## src/rtl/mux_rr_scheduler_pkg.sv

```systemverilog
`default_nettype none
// ============================================================================
// Module      : mux_rr_scheduler_pkg
// Description : Shared definitions for the round-robin mux scheduler:
//               FSM state encoding, requester count and pointer reset value.
// Revision    : 1.0  initial release
// ============================================================================
package mux_rr_scheduler_pkg;

  localparam int          N_REQ   = 8;      // number of requesters
  localparam int          IDX_W   = 3;      // width of a requester index
  localparam logic [2:0]  PTR_RST = 3'd7;   // "last served" after reset

  typedef enum logic [0:0] {
    ST_IDLE = 1'b0,   // nothing offered, VALID=0, GNT=0
    ST_WAIT = 1'b1    // word offered, VALID=1, GNT one-hot at SEL
  } state_t;

endpackage : mux_rr_scheduler_pkg
`default_nettype wire

```

## src/rtl/mux_rr_scheduler_if.sv

```systemverilog
`default_nettype none
// ============================================================================
// Module      : mux_rr_scheduler_if
// Description : Request/data/grant bundle of the round-robin mux scheduler.
//               master : requester/consumer side (drives ud, req, din, ready)
//               slave  : scheduler side (drives gnt, sel, data_out, valid,
//                        xfer_cnt, err)
// Revision    : 1.0  initial release
// ============================================================================
interface mux_rr_scheduler_if #(
  parameter int DW = 8
);
  import mux_rr_scheduler_pkg::*;

  logic                 ud;              // 1 = ascending search, 0 = descending
  logic [N_REQ-1:0]     req;             // per-requester request
  logic [DW-1:0]        din [N_REQ];     // requester data words I0..I7
  logic                 ready;           // consumer accepts data_out
  logic [N_REQ-1:0]     gnt;             // one-hot grant
  logic [IDX_W-1:0]     sel;             // granted index
  logic [DW-1:0]        data_out;        // registered granted word
  logic                 valid;           // data_out holds an offered word
  logic [7:0]           xfer_cnt;        // completed transfers (wrapping)
  logic                 err;             // timeout abandonment pulse

  modport master (
    output ud, req, din, ready,
    input  gnt, sel, data_out, valid, xfer_cnt, err
  );

  modport slave (
    input  ud, req, din, ready,
    output gnt, sel, data_out, valid, xfer_cnt, err
  );

endinterface : mux_rr_scheduler_if
`default_nettype wire

```

## src/rtl/mux_rr_scheduler_rr_pick.sv

```systemverilog
`default_nettype none
// ============================================================================
// Module      : rr_pick
// Description : Combinational round-robin search. Starting one step past ptr
//               (ptr+1 upward when ud=1, ptr-1 downward when ud=0) and
//               visiting all 8 indices modulo 8, returns the first active
//               request. ptr itself is visited last, so it wins only when it
//               is the sole requester.
// Ports       : req[7:0] in, ptr[2:0] in, ud in, win[2:0] out, any out
// Revision    : 1.0  initial release
// ============================================================================
module rr_pick
  import mux_rr_scheduler_pkg::*;
(
  input  wire logic [N_REQ-1:0] req,
  input  wire logic [IDX_W-1:0] ptr,
  input  wire logic             ud,
  output logic      [IDX_W-1:0] win,
  output logic                  any
);

  always_comb begin
    logic [IDX_W-1:0] idx;
    win = '0;
    any = 1'b0;
    idx = '0;
    // Walk from the farthest step back to the nearest so the nearest active
    // request is the last (and therefore winning) assignment.
    for (int k = N_REQ; k >= 1; k--) begin
      idx = ud ? (ptr + IDX_W'(k)) : (ptr - IDX_W'(k));
      if (req[idx]) begin
        win = idx;
        any = 1'b1;
      end
    end
  end

endmodule : rr_pick
`default_nettype wire

```

## src/rtl/mux_rr_scheduler.sv

```systemverilog
`default_nettype none
// ============================================================================
// Module      : mux_rr_scheduler
// Description : 8-way round-robin scheduler with registered data mux and a
//               valid/ready output handshake. Back-to-back grants without a
//               bubble; the offer is frozen while waiting for ready.
// Ports       : clock        - rising-edge clock
//               clr          - synchronous active-high reset
//               bus (slave)  - ud, req, din[8], ready in;
//                              gnt, sel, data_out, valid, xfer_cnt, err out
// Config      : MUX_RR_SCHED_TIMEOUT_EN - when defined, a grant held TIMEOUT
//               WAIT cycles without ready is abandoned and err pulses.
// Revision    : 1.0  initial release
// ============================================================================
module mux_rr_scheduler
  import mux_rr_scheduler_pkg::*;
#(
  parameter int DW      = 8,
  parameter int TIMEOUT = 15
) (
  input  wire logic          clock,
  input  wire logic          clr,
  mux_rr_scheduler_if.slave  bus
);

  if (DW < 1 || TIMEOUT < 1) begin : g_param_check
    $error("mux_rr_scheduler: DW and TIMEOUT must be at least 1");
  end

  state_t           state_q, state_d;
  logic [IDX_W-1:0] ptr_q,   ptr_d;
  logic [IDX_W-1:0] sel_q,   sel_d;
  logic [DW-1:0]    data_q,  data_d;
  logic [7:0]       xfer_q,  xfer_d;

  logic [IDX_W-1:0] pick_ptr;
  logic [IDX_W-1:0] pick_win;
  logic             pick_any;
  logic             xfer;

  // On a transfer the served index becomes the new pointer in the same
  // edge, so the back-to-back search must start from sel rather than ptr.
  assign pick_ptr = (state_q == ST_WAIT) ? sel_q : ptr_q;
  assign xfer     = (state_q == ST_WAIT) && bus.ready;

  rr_pick u_rr_pick (
    .req (bus.req),
    .ptr (pick_ptr),
    .ud  (bus.ud),
    .win (pick_win),
    .any (pick_any)
  );

`ifdef MUX_RR_SCHED_TIMEOUT_EN
  localparam int TCW = $clog2(TIMEOUT + 1);

  logic [TCW-1:0] tcnt_q, tcnt_d;
  logic           err_q,  err_d;
`endif

  always_comb begin
    state_d = state_q;
    ptr_d   = ptr_q;
    sel_d   = sel_q;
    data_d  = data_q;
    xfer_d  = xfer_q;
`ifdef MUX_RR_SCHED_TIMEOUT_EN
    tcnt_d  = tcnt_q;
    err_d   = 1'b0;
`endif

    case (state_q)
      ST_IDLE: begin
        // ready is meaningless here: nothing is being offered.
        if (pick_any) begin
          state_d = ST_WAIT;
          sel_d   = pick_win;
          data_d  = bus.din[pick_win];
`ifdef MUX_RR_SCHED_TIMEOUT_EN
          tcnt_d  = '0;
`endif
        end
      end

      ST_WAIT: begin
        if (xfer) begin
          ptr_d  = sel_q;
          xfer_d = xfer_q + 8'd1;
          if (pick_any) begin
            sel_d  = pick_win;
            data_d = bus.din[pick_win];
`ifdef MUX_RR_SCHED_TIMEOUT_EN
            tcnt_d = '0;
`endif
          end else begin
            state_d = ST_IDLE;
          end
        end
`ifdef MUX_RR_SCHED_TIMEOUT_EN
        else if (tcnt_q == TCW'(TIMEOUT - 1)) begin
          // Last permitted WAIT cycle without ready: drop the offer and
          // move the pointer past the stalled requester.
          state_d = ST_IDLE;
          ptr_d   = sel_q;
          err_d   = 1'b1;
          tcnt_d  = '0;
        end else begin
          tcnt_d  = tcnt_q + TCW'(1);
        end
`endif
      end

      default: begin
        state_d = ST_IDLE;
      end
    endcase
  end

  always_ff @(posedge clock) begin
    if (clr) begin
      state_q <= ST_IDLE;
      ptr_q   <= PTR_RST;
      sel_q   <= '0;
      data_q  <= '0;
      xfer_q  <= '0;
`ifdef MUX_RR_SCHED_TIMEOUT_EN
      tcnt_q  <= '0;
      err_q   <= 1'b0;
`endif
    end else begin
      state_q <= state_d;
      ptr_q   <= ptr_d;
      sel_q   <= sel_d;
      data_q  <= data_d;
      xfer_q  <= xfer_d;
`ifdef MUX_RR_SCHED_TIMEOUT_EN
      tcnt_q  <= tcnt_d;
      err_q   <= err_d;
`endif
    end
  end

  assign bus.valid    = (state_q == ST_WAIT);
  assign bus.gnt      = (state_q == ST_WAIT) ? (N_REQ'(1) << sel_q) : '0;
  assign bus.sel      = sel_q;
  assign bus.data_out = data_q;
  assign bus.xfer_cnt = xfer_q;
`ifdef MUX_RR_SCHED_TIMEOUT_EN
  assign bus.err      = err_q;
`else
  assign bus.err      = 1'b0;
`endif

endmodule : mux_rr_scheduler
`default_nettype wire

```

## src/flat_wrapper.sv

```systemverilog
// flat-port wrapper written by rule: the top's interface ports become plain ports
module mux_rr_scheduler_flat import mux_rr_scheduler_pkg::*;
#(
  parameter int DW      = 8,
  parameter int TIMEOUT = 15
)
  (clock, clr, bus_ud, bus_req, bus_din, bus_ready, bus_gnt, bus_sel, bus_data_out, bus_valid, bus_xfer_cnt, bus_err);
  mux_rr_scheduler_if #(.DW(DW)) bus_i ();
  input  wire logic clock;
  input  wire logic clr;
  input wire logic [$bits(bus_i.ud)-1:0] bus_ud;
  input wire logic [$bits(bus_i.req)-1:0] bus_req;
  input wire logic [$bits(bus_i.din)-1:0] bus_din;
  input wire logic [$bits(bus_i.ready)-1:0] bus_ready;
  output wire logic [$bits(bus_i.gnt)-1:0] bus_gnt;
  output wire logic [$bits(bus_i.sel)-1:0] bus_sel;
  output wire logic [$bits(bus_i.data_out)-1:0] bus_data_out;
  output wire logic [$bits(bus_i.valid)-1:0] bus_valid;
  output wire logic [$bits(bus_i.xfer_cnt)-1:0] bus_xfer_cnt;
  output wire logic [$bits(bus_i.err)-1:0] bus_err;
  assign bus_i.ud = bus_ud;
  assign bus_i.req = bus_req;
  assign bus_i.din = {>>{bus_din}};
  assign bus_i.ready = bus_ready;
  assign bus_gnt = bus_i.gnt;
  assign bus_sel = bus_i.sel;
  assign bus_data_out = bus_i.data_out;
  assign bus_valid = bus_i.valid;
  assign bus_xfer_cnt = bus_i.xfer_cnt;
  assign bus_err = bus_i.err;
  mux_rr_scheduler #(.DW(DW), .TIMEOUT(TIMEOUT)) u_core (.clock(clock), .clr(clr), .bus(bus_i));
endmodule
```

## config.mk

```make
export PLATFORM = sky130hd
export DESIGN_NAME = mux_rr_scheduler_flat
export DESIGN_NICKNAME = d
export VERILOG_FILES = /design/src/rtl/mux_rr_scheduler_pkg.sv /design/src/rtl/mux_rr_scheduler_if.sv /design/src/rtl/mux_rr_scheduler_rr_pick.sv /design/src/rtl/mux_rr_scheduler.sv /design/src/flat_wrapper.sv
export SDC_FILE = /design/constraint.sdc
export NUM_CORES = 1
export LEC_CHECK = 0
export ABC_AREA = 0
export CAP_MARGIN = 5
export CORE_MARGIN = 2
export CORE_UTILIZATION = 43
export CTS_BUF_LIST = sky130_fd_sc_hd__clkbuf_8
export CTS_CLUSTER_SIZE = 24
export DETAILED_ROUTE_END_ITERATION = 10
export HOLD_SLACK_MARGIN = 0.08
export PLACE_DENSITY = 0.79
export SLEW_MARGIN = 20
export SYNTH_ARGS = -nofsm -noshare
export SYNTH_HDL_FRONTEND = slang
export SYNTH_HIERARCHICAL = 1
export SYNTH_SLANG_ARGS = --single-unit
```

## constraint.sdc

```tcl
create_clock -name clock -period 5.1 [get_ports clock]
set_clock_uncertainty 0.15 [all_clocks]
set_input_delay 1.02 -clock clock [delete_from_list [all_inputs] [get_ports clock]]
set_output_delay 1.02 -clock clock [all_outputs]
set_load 0.05 [all_outputs]
```

Gate-type map:
Scale bar: 20 µm.
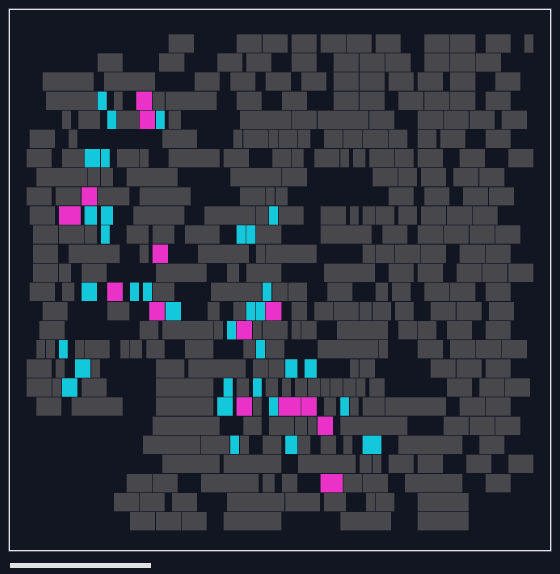
- magenta: and/or cells (cells 14)
- cyan: nand cells (cells 33)
Finished Layout Cells: 422
combinational share of cell area: 49.4%
most frequent logic cell in the layout: clkdlybuf4s50_1

Met3 routing:
Scale bar: 20 µm.
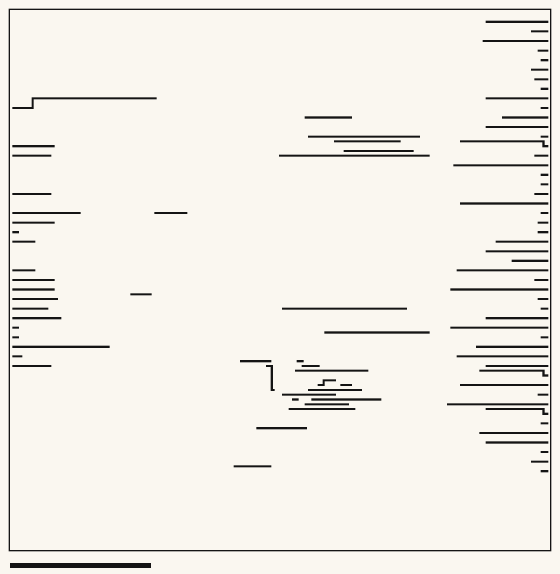
- share of all routed wire: 8.7%
- main direction: horizontal
- longest straight run: 21.2 µm
Routed WL: 6440 µm
GRT met3 Usage: 4.47%

==> flow_metrics.py <==
# Synthesis and PnR figures
metrics = {
    "status": {
        "outcome": "finished, final reports clean",
    },
    "routing": {
        "vias_per_cell": 5.39,
        "ant_nets": 0,
        "maxUsedRoutingLayer": "met4",
        "wl_met2_um": 2880,
        "detail_route.wl_per_cell_um": 15.3,
        "firstDrtPassIters": 4,
    },
    "sta": {
        "holdWs_ns": 0.335,
        "setup_viol": 0,
        "rsz0062_at_grt": "false",
        "fin_tns_setup_ns": 0,
        "period_minus_slack_ns": 4.74,
        "hold_viol": 0,
        "worst_pin_slew_ns": 0.976,
    },
    "min_path": {
        "hp-class": "register to register",
        "hp-start": "u_core/ptr_q[0]",
        "hold_end": "u_core/ptr_q[0]",
    },
    "die": {
        "std_cell_rows": 26,
        "io_pins": 105,
        "die_w_um": 76.8,
        "die_h_um": 76.8,
        "core_area_mm2": 0.00511,
        "tap_cells": 70,
    },
    "power": {
        "power.group.top": "combinational logic",
        "pwr-share-seq_pct": 12.6,
        "powerComb_mw": 1.71,
        "p_int_mw": 1.06,
        "p_clk_mw": 0.111,
        "sw_frac_of_total_pct": 49.3,
        "power_switching_mw": 1.03,
        "power_frac_clock_pct": 5.4,
        "power_density_mw_per_mm2": 613,
        "seq_power_mw": 0.263,
        "finalPower_mw": 2.08,
    },
    "worst_setup_path": {
        "timing.rr.end": "u_core/bus.data_out[4]",
        "crit_family": "multiplexers",
        "slowest_stage": "fa_1",
        "timing.rr.start": "u_core/bus.sel[0]",
        "crit_path_end": "u_core/bus.data_out[4]",
        "worstSetupPathType": "primary input to register",
        "worst-path-stages": 14,
        "worst_setup_path_end_kind": "register",
        "startpoint": "bus_ud",
        "reg2reg_slack_ns": 0.47,
        "path_cells": "clkdlybuf4s50_1 > inv_1 > fa_1 > mux4_2 > mux2i_2 > nand3_1 > o21ai_1 > o311ai_1 > a221oi_4 > buf_12 > mux2i_1 > a22oi_1 > a21oi_1 > nor3_2",
        "critPathMaxStageDelay_ns": 0.63,
    },
    "clocking": {
        "hold_buffers": 0,
        "clock_latency_ns": 0.26,
        "clkTransAtPathRegs_ns": 0.08,
        "clockRootBuffer": "clkbuf_8",
        "cts_tree": "done",
        "clockBufferDepth": 2,
    },
    "final_layout": {
        "logic_area_mm2": 0.00168,
        "diodes": 0,
        "buffers": 110,
        "seq_area_um2": 460,
        "flop-count": 23,
        "largestClassByArea": "multi-input combinational cells",
        "layout.nets": 432,
        "buf_share_pct": 32.3,
        "fillCellCount": 444,
    },
    "synthesis": {
        "synth_top_cell_by_count": "mux2i_1",
        "ys_seq_share_pct": 20.2,
        "yosys_cells": 256,
        "synthMuxAreaShare_pct": 27.6,
        "yosys_area_mm2": 0.00228,
        "async_flop_share_pct": 0,
        "synth.top_cells.by_area": "dfxtp_1 20%, mux2i_1 14%, mux4_2 8.9%",
        "ys_top_cells_by_count": "33 x mux2i_1, 25 x nor2_1, 23 x dfxtp_1",
        "yosysUniqueCellTypes": 52,
    },
    "grt": {
        "grt_overflow_total": 0,
        "antenna_found_initial": 0,
        "grtUsageMet2_pct": 33.9,
        "grt_max_degree": 34,
        "grt_busiest_layer": "met2",
    },
    "placed_design": {
        "gp_congestion": 0.817,
        "io_buffer_count": 103,
    },
}
Power is estimated from default activity; no workload was simulated.
